$ cat config.mk
export PLATFORM = sky130hd
export DESIGN_NAME = pipe_stage_buf
export DESIGN_NICKNAME = d
export VERILOG_FILES = /design/src/rtl/pipe_pkg.sv /design/src/rtl/pipe_slot.sv /design/src/rtl/pipe_stage_buf.sv
export SDC_FILE = /design/constraint.sdc
export NUM_CORES = 1
export LEC_CHECK = 0
export CORE_MARGIN = 1
export CORE_UTILIZATION = 46
export CTS_BUF_LIST = sky130_fd_sc_hd__clkbuf_16
export DETAILED_ROUTE_END_ITERATION = 6
export HOLD_SLACK_MARGIN = 0.03
export PLACE_DENSITY_LB_ADDON = 0.2
export SLEW_MARGIN = 25
export SYNTH_ARGS = -nofsm -noshare
export SYNTH_HDL_FRONTEND = slang
export SYNTH_SLANG_ARGS = --single-unit
$ cat constraint.sdc
create_clock -name clk -period 1.7 [get_ports clk]
set_input_delay 0.17 -clock clk [delete_from_list [all_inputs] [get_ports clk]]
set_output_delay 0.17 -clock clk [all_outputs]
set_load 0.02 [all_outputs]
$ cat src/rtl/pipe_pkg.sv
// pipe_pkg: shared definitions for the elastic pipeline-stage buffer.
//   pipe_state_e : buffer FSM state (EMPTY, ONE, TWO), 2-bit encoding
//   PIPE_LANES / PIPE_LANE_W / PIPE_CTRL_W : default widths
//   OCC_W        : width of the occupancy output
package pipe_pkg;

  typedef enum logic [1:0] {
    EMPTY = 2'd0,
    ONE   = 2'd1,
    TWO   = 2'd2
  } pipe_state_e;

  localparam int unsigned PIPE_LANES  = 4;
  localparam int unsigned PIPE_LANE_W = 32;
  localparam int unsigned PIPE_CTRL_W = 24;
  localparam int unsigned OCC_W       = 2;

endpackage

$ cat src/rtl/pipe_slot.sv
// pipe_slot: one payload register of the stage buffer (vf, ctrl, data).
// Ports:
//   clk, rst            clock, asynchronous active-low reset (clears payload)
//   load                capture vf_d/ctrl_d/data_d on this edge
//   vf_d, ctrl_d, data_d  payload to store; scalar beats (vf_d=0) have lanes
//                       1..LANES-1 stored as zero, lane 0 unchanged
//   vf_q, ctrl_q, data_q  stored payload
module pipe_slot
  import pipe_pkg::*;
#(
  parameter int unsigned LANES  = PIPE_LANES,
  parameter int unsigned LANE_W = PIPE_LANE_W,
  parameter int unsigned CTRL_W = PIPE_CTRL_W
) (
  input  logic                      clk,
  input  logic                      rst,
  input  logic                      load,
  input  logic                      vf_d,
  input  logic [CTRL_W-1:0]         ctrl_d,
  input  logic [LANES*LANE_W-1:0]   data_d,
  output logic                      vf_q,
  output logic [CTRL_W-1:0]         ctrl_q,
  output logic [LANES*LANE_W-1:0]   data_q
);

  logic [LANES*LANE_W-1:0] data_st;

  assign data_st[LANE_W-1:0] = data_d[LANE_W-1:0];

  for (genvar g = 1; g < LANES; g++) begin : g_lane
    assign data_st[g*LANE_W +: LANE_W] = vf_d ? data_d[g*LANE_W +: LANE_W] : '0;
  end

  always_ff @(posedge clk or negedge rst) begin
    if (!rst) begin
      vf_q   <= 1'b0;
      ctrl_q <= '0;
      data_q <= '0;
    end else if (load) begin
      vf_q   <= vf_d;
      ctrl_q <= ctrl_d;
      data_q <= data_st;
    end
  end

endmodule

$ cat src/rtl/pipe_stage_buf.sv
// pipe_stage_buf: elastic pipeline-stage register with a 2-entry skid buffer.
// Optional feature macro: PIPE_STAGE_STATS_EN (adds stall_cnt port/counter).
// Ports:
//   clk, rst              clock, asynchronous active-low reset
//   flush                 synchronous kill of all held beats
//   in_valid/in_ready     upstream handshake
//   in_vf/in_ctrl/in_data upstream beat (vf=0 scalar: upper lanes zeroed)
//   out_valid/out_ready   downstream handshake
//   out_vf/out_ctrl/out_data presented beat (MAIN slot)
//   occupancy             beats held, 0..2
//   stall_cnt             (PIPE_STAGE_STATS_EN) saturating count of cycles
//                         with out_valid=1 and out_ready=0
module pipe_stage_buf
  import pipe_pkg::*;
#(
  parameter int unsigned LANES  = PIPE_LANES,
  parameter int unsigned LANE_W = PIPE_LANE_W,
  parameter int unsigned CTRL_W = PIPE_CTRL_W
) (
  input  logic                      clk,
  input  logic                      rst,
  input  logic                      flush,
  input  logic                      in_valid,
  output logic                      in_ready,
  input  logic                      in_vf,
  input  logic [CTRL_W-1:0]         in_ctrl,
  input  logic [LANES*LANE_W-1:0]   in_data,
  output logic                      out_valid,
  input  logic                      out_ready,
  output logic                      out_vf,
  output logic [CTRL_W-1:0]         out_ctrl,
  output logic [LANES*LANE_W-1:0]   out_data,
  output logic [OCC_W-1:0]          occupancy
`ifdef PIPE_STAGE_STATS_EN
  ,
  output logic [31:0]               stall_cnt
`endif
);

  pipe_state_e state_q, state_d;

  logic in_fire, out_fire;
  logic main_load, main_from_skid, skid_load;

  logic                    skid_vf;
  logic [CTRL_W-1:0]       skid_ctrl;
  logic [LANES*LANE_W-1:0] skid_data;

  logic                    main_vf_d;
  logic [CTRL_W-1:0]       main_ctrl_d;
  logic [LANES*LANE_W-1:0] main_data_d;

  assign in_ready  = (state_q != TWO);
  assign out_valid = (state_q != EMPTY);
  assign in_fire   = in_valid & in_ready;
  assign out_fire  = out_valid & out_ready;

  always_comb begin
    occupancy = '0;
    case (state_q)
      ONE:     occupancy = OCC_W'(1);
      TWO:     occupancy = OCC_W'(2);
      default: occupancy = '0;
    endcase
  end

  always_ff @(posedge clk or negedge rst) begin
    if (!rst) state_q <= EMPTY;
    else      state_q <= state_d;
  end

  // Flush only clears validity; payload slots keep stale contents.
  always_comb begin
    state_d        = state_q;
    main_load      = 1'b0;
    main_from_skid = 1'b0;
    skid_load      = 1'b0;
    if (flush) begin
      state_d = EMPTY;
    end else begin
      case (state_q)
        EMPTY: begin
          if (in_fire) begin
            main_load = 1'b1;
            state_d   = ONE;
          end
        end
        ONE: begin
          if (in_fire && out_fire) begin
            main_load = 1'b1;
          end else if (in_fire) begin
            skid_load = 1'b1;
            state_d   = TWO;
          end else if (out_fire) begin
            state_d = EMPTY;
          end
        end
        TWO: begin
          if (out_fire) begin
            main_load      = 1'b1;
            main_from_skid = 1'b1;
            state_d        = ONE;
          end
        end
        default: state_d = EMPTY;
      endcase
    end
  end

  // SKID data is already lane-zeroed; re-applying zeroing on transfer is idempotent.
  always_comb begin
    main_vf_d   = in_vf;
    main_ctrl_d = in_ctrl;
    main_data_d = in_data;
    if (main_from_skid) begin
      main_vf_d   = skid_vf;
      main_ctrl_d = skid_ctrl;
      main_data_d = skid_data;
    end
  end

  pipe_slot #(
    .LANES  (LANES),
    .LANE_W (LANE_W),
    .CTRL_W (CTRL_W)
  ) u_main (
    .clk    (clk),
    .rst    (rst),
    .load   (main_load),
    .vf_d   (main_vf_d),
    .ctrl_d (main_ctrl_d),
    .data_d (main_data_d),
    .vf_q   (out_vf),
    .ctrl_q (out_ctrl),
    .data_q (out_data)
  );

  pipe_slot #(
    .LANES  (LANES),
    .LANE_W (LANE_W),
    .CTRL_W (CTRL_W)
  ) u_skid (
    .clk    (clk),
    .rst    (rst),
    .load   (skid_load),
    .vf_d   (in_vf),
    .ctrl_d (in_ctrl),
    .data_d (in_data),
    .vf_q   (skid_vf),
    .ctrl_q (skid_ctrl),
    .data_q (skid_data)
  );

`ifdef PIPE_STAGE_STATS_EN
  always_ff @(posedge clk or negedge rst) begin
    if (!rst) begin
      stall_cnt <= '0;
    end else if (out_valid && !out_ready && (stall_cnt != '1)) begin
      stall_cnt <= stall_cnt + 32'd1;
    end
  end
`endif

endmodule

==> metrics.yaml <==
outcome:
  status: "complete, but fails checks"
  violations: "setup timing"
synthesis:
  yosys-mux-area-fraction: 0.243
  logic_family: "multiplexers"
  syn_area_per_cell_um2: 11.9
  netlist_area_um2: 13900
  ys_ff: 308
  synthCells: 1167
  syn-num-nets: 1325
  ys_sh_aoi: 0.0722
  yosys_cells: 1167
  adder_share: 0
  synth_chip_area_um2: 13900
  yosysUniqueCellTypes: 26
  synth_warnings: 0
  topCellsByArea: "dfrtp_1 56%, mux2_2 14%, mux2_4 10%"
  simple_gate_area_frac: 0.0919
  synth_top_cell_by_area: "dfrtp_1"
hold_path:
  hp-class: "in2async"
placement:
  numPortBuffers: 314
  dpl.cell_count: 1851
  hpwl_um: 23500
  placed_area_um2: 17900
  gp_congestion: 0.770
clocking:
  clkTransAtPathRegs_ps: 60
  numCtsBuffers: 36
floorplanning:
  die_y_um: 176
  die_area_um2: 30800
  pin_count: 315
  fp_util: 0.467
  core_region_area_um2: 29600
  fp-row-count: 63
  die_w_um: 176
timing:
  post-route-period-util: 1.07
  skew_ps: 7.09
  rsz0062_at_grt: "yes"
  setup_viol: 181
  whs_ps: 163
  worst_pin_slew_ps: 460
  hold_viol: 0
  setup_ws_ps: -125
power_and_ir_drop:
  intPower_mw: 15.9
  ir_worst_vdd_mv: 0.663
  power_leakage_nw: 9.05
  powerDensity_nw_per_um2: 1130
  power_switching_mw: 6.17
  pwr-share-comb: 0.235
final_layout:
  fin_nets: 1673
  finalInstanceArea_um2: 19500
  drive_above_1_share: 0.269
  antenna_cells: 0
  final.fill_count: 2294
  lay_top_count: "dfrtp_1"
  area_delta_synth_final_pct: 40.4
detailed_routing:
  drtAntennaViolNets: 0
  via_per_inst: 5.26
  drc: 0
  first_iter_violations: 544
  num_vias: 10100
  dr.pass1.iters: 5
  wl_per_cell_um: 18.5
  routed_wirelength_um: 35600
job:
  warnings: 29
  max-cap-violations: 0
global_routing:
  grt-ovfl-total: 0
  grt_max_degree: 99
  grt_pass1_wl_um: 55400
  grt_pass1_vias: 10300
  grt_usage: 0.226
  antenna_found_initial: 0
critical_path:
  critPathMaxStageDelay_ps: 410
  critical_path.max_fanout: 12
  critPathSlowestCell: "and4bb_4"
  crit_type: "reg2reg"
  cp_data_required_time_ps: 2080
## worst max-delay path: cells and delay by family (launching register included)
kind / cells / cell delay (ps)
buffers and inverters: 2 / 330
flip-flops: 1 / 380
multiplexers: 2 / 560
AND/OR/NAND/NOR: 1 / 410
## sequential cells by signal, summed over array words and instances (netlist names)
name / count
u_skid.data_q: 128
u_main.vf_q: 1
u_skid.vf_q: 1
state_q: 2
u_main.data_q: 128
u_skid.ctrl_q: 24
u_main.ctrl_q: 24
## timing repair
action / 4_1_cts / 5_1_grt
setup buffers: 1 / 6
endpoints found under the setup margin: 169 / 238
resized: 49 / 52
cloned: 0 / 7
pin swaps: 1 / 2
hold buffers: 1 / 0
hold endpoints to repair: 273 / 0
## synthesized netlist by cell type
library cell and count:
nand3_1 97, nand2_1 193, mux2_2 167, or2_2 1
a21oi_2 1, buf_6 2, and2b_1 1, a21oi_1 2
mux2_4 96, buf_1 3, o21ai_1 1, nand3_2 1
a21boi_0 1, clkbuf_1 37, and4bb_1 1, mux2_1 4
inv_1 2, nor2b_1 2, buf_2 35, dfrtp_1 308
nor3b_1 1, o22a_1 1, buf_8 4, buf_4 12
o21ai_0 192, nor2_1 2
## layer usage
metal	vias to the layer above	wire [µm]	track usage
li1	4744	-	-
met3	47	2250	0.0489
met4	0	656	0.0580
met5	-	0	0
met2	309	16900	0.366
met1	5033	15800	0.309
## power groups by stage
stage / Combinational [mW] / Clock, mW / Sequential, mW
4_1_cts: 5.22 / 7.30 / 9.75
6_report: 5.17 / 7.11 / 9.75
5_1_grt: 5.55 / 7.61 / 9.91
3_3_place_gp: 5.10 / 0 / 9.78
2_1_floorplan: 1.98 / 0 / 10.3
3_5_place_dp: 5.21 / 0 / 9.85
## per-stage QoR
| stage | total power, mW | setup TNS [ps] | utilization | worst slack, ps |
|---|---|---|---|---|
| after CTS | 22.3 | -7300 | 0.644 | -106 |
| final | 22.0 | -8900 | 0.656 | -125 |
| after global placement | 14.9 | -62460 | 0.605 | -340 |
| after global routing | 23.1 | -19600 | 0.656 | -138 |
| after detailed placement | 15.1 | -64090 | 0.605 | -364 |
| after floorplan | 12.3 | -1060 | - | -23.5 |
## logic make-up (layout without fill, tap and decap cells)
kind of cell,count (synthesis),count (layout)
AND/OR/NAND/NOR,299,299
buffers and inverters,95,466
multiplexers,267,267
AND-OR/OR-AND,198,198
flip-flops,308,308
## layout make-up
type                            count  area [µm²]  share of cell area
Timing Repair Buffer              403        4460               0.229
Clock inverter                     24         151             0.00778
Inverter                            2        7.51            0.000386
Tap cell                          390         488              0.0251
Sequential cell                   308        7710               0.396
Clock buffer                       37         926              0.0476
Multi-Input combinational cell    764        5700               0.293
## path summary, 6_finish.rpt
| kind | cells after the start | start | slack [ps] | endpoint |
|---|---|---|---|---|
| worst max-delay path | 5 | state_q[0] | -130 | u_main.ctrl_q[9] |
| worst max register to register | 5 | state_q[0] | -130 | u_main.ctrl_q[9] |
| min in group clk | 3 | in_vf | 170 | u_skid.data_q[57] |
| max in group asynchronous | 3 | rst | 760 | u_main.data_q[83] |
| worst min-delay path | 2 | rst | 160 | u_main.data_q[24] |
| worst min register to register | 2 | u_skid.data_q[61] | 480 | u_skid.data_q[61] |
**Signal wires on met1**

Supply wires on this layer in grey. Cells faint in the background.
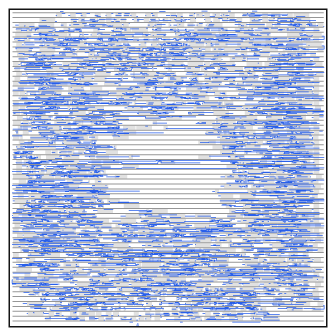
The layer carries 15800 µm of wire. The layer holds 44% of the routed length.

**Clock wiring as the flow saved it**

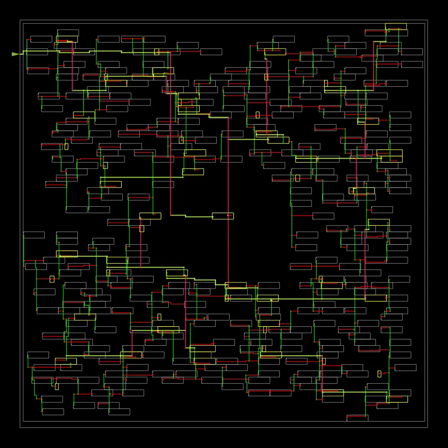
clk_lat worst skew: 500 ps
Seq Cell Count: 308
clock group power: 7.11 mW
clkbuf count: 37
clk sink count: 308

No activity file was given, so power comes from the tool's default toggle rates.
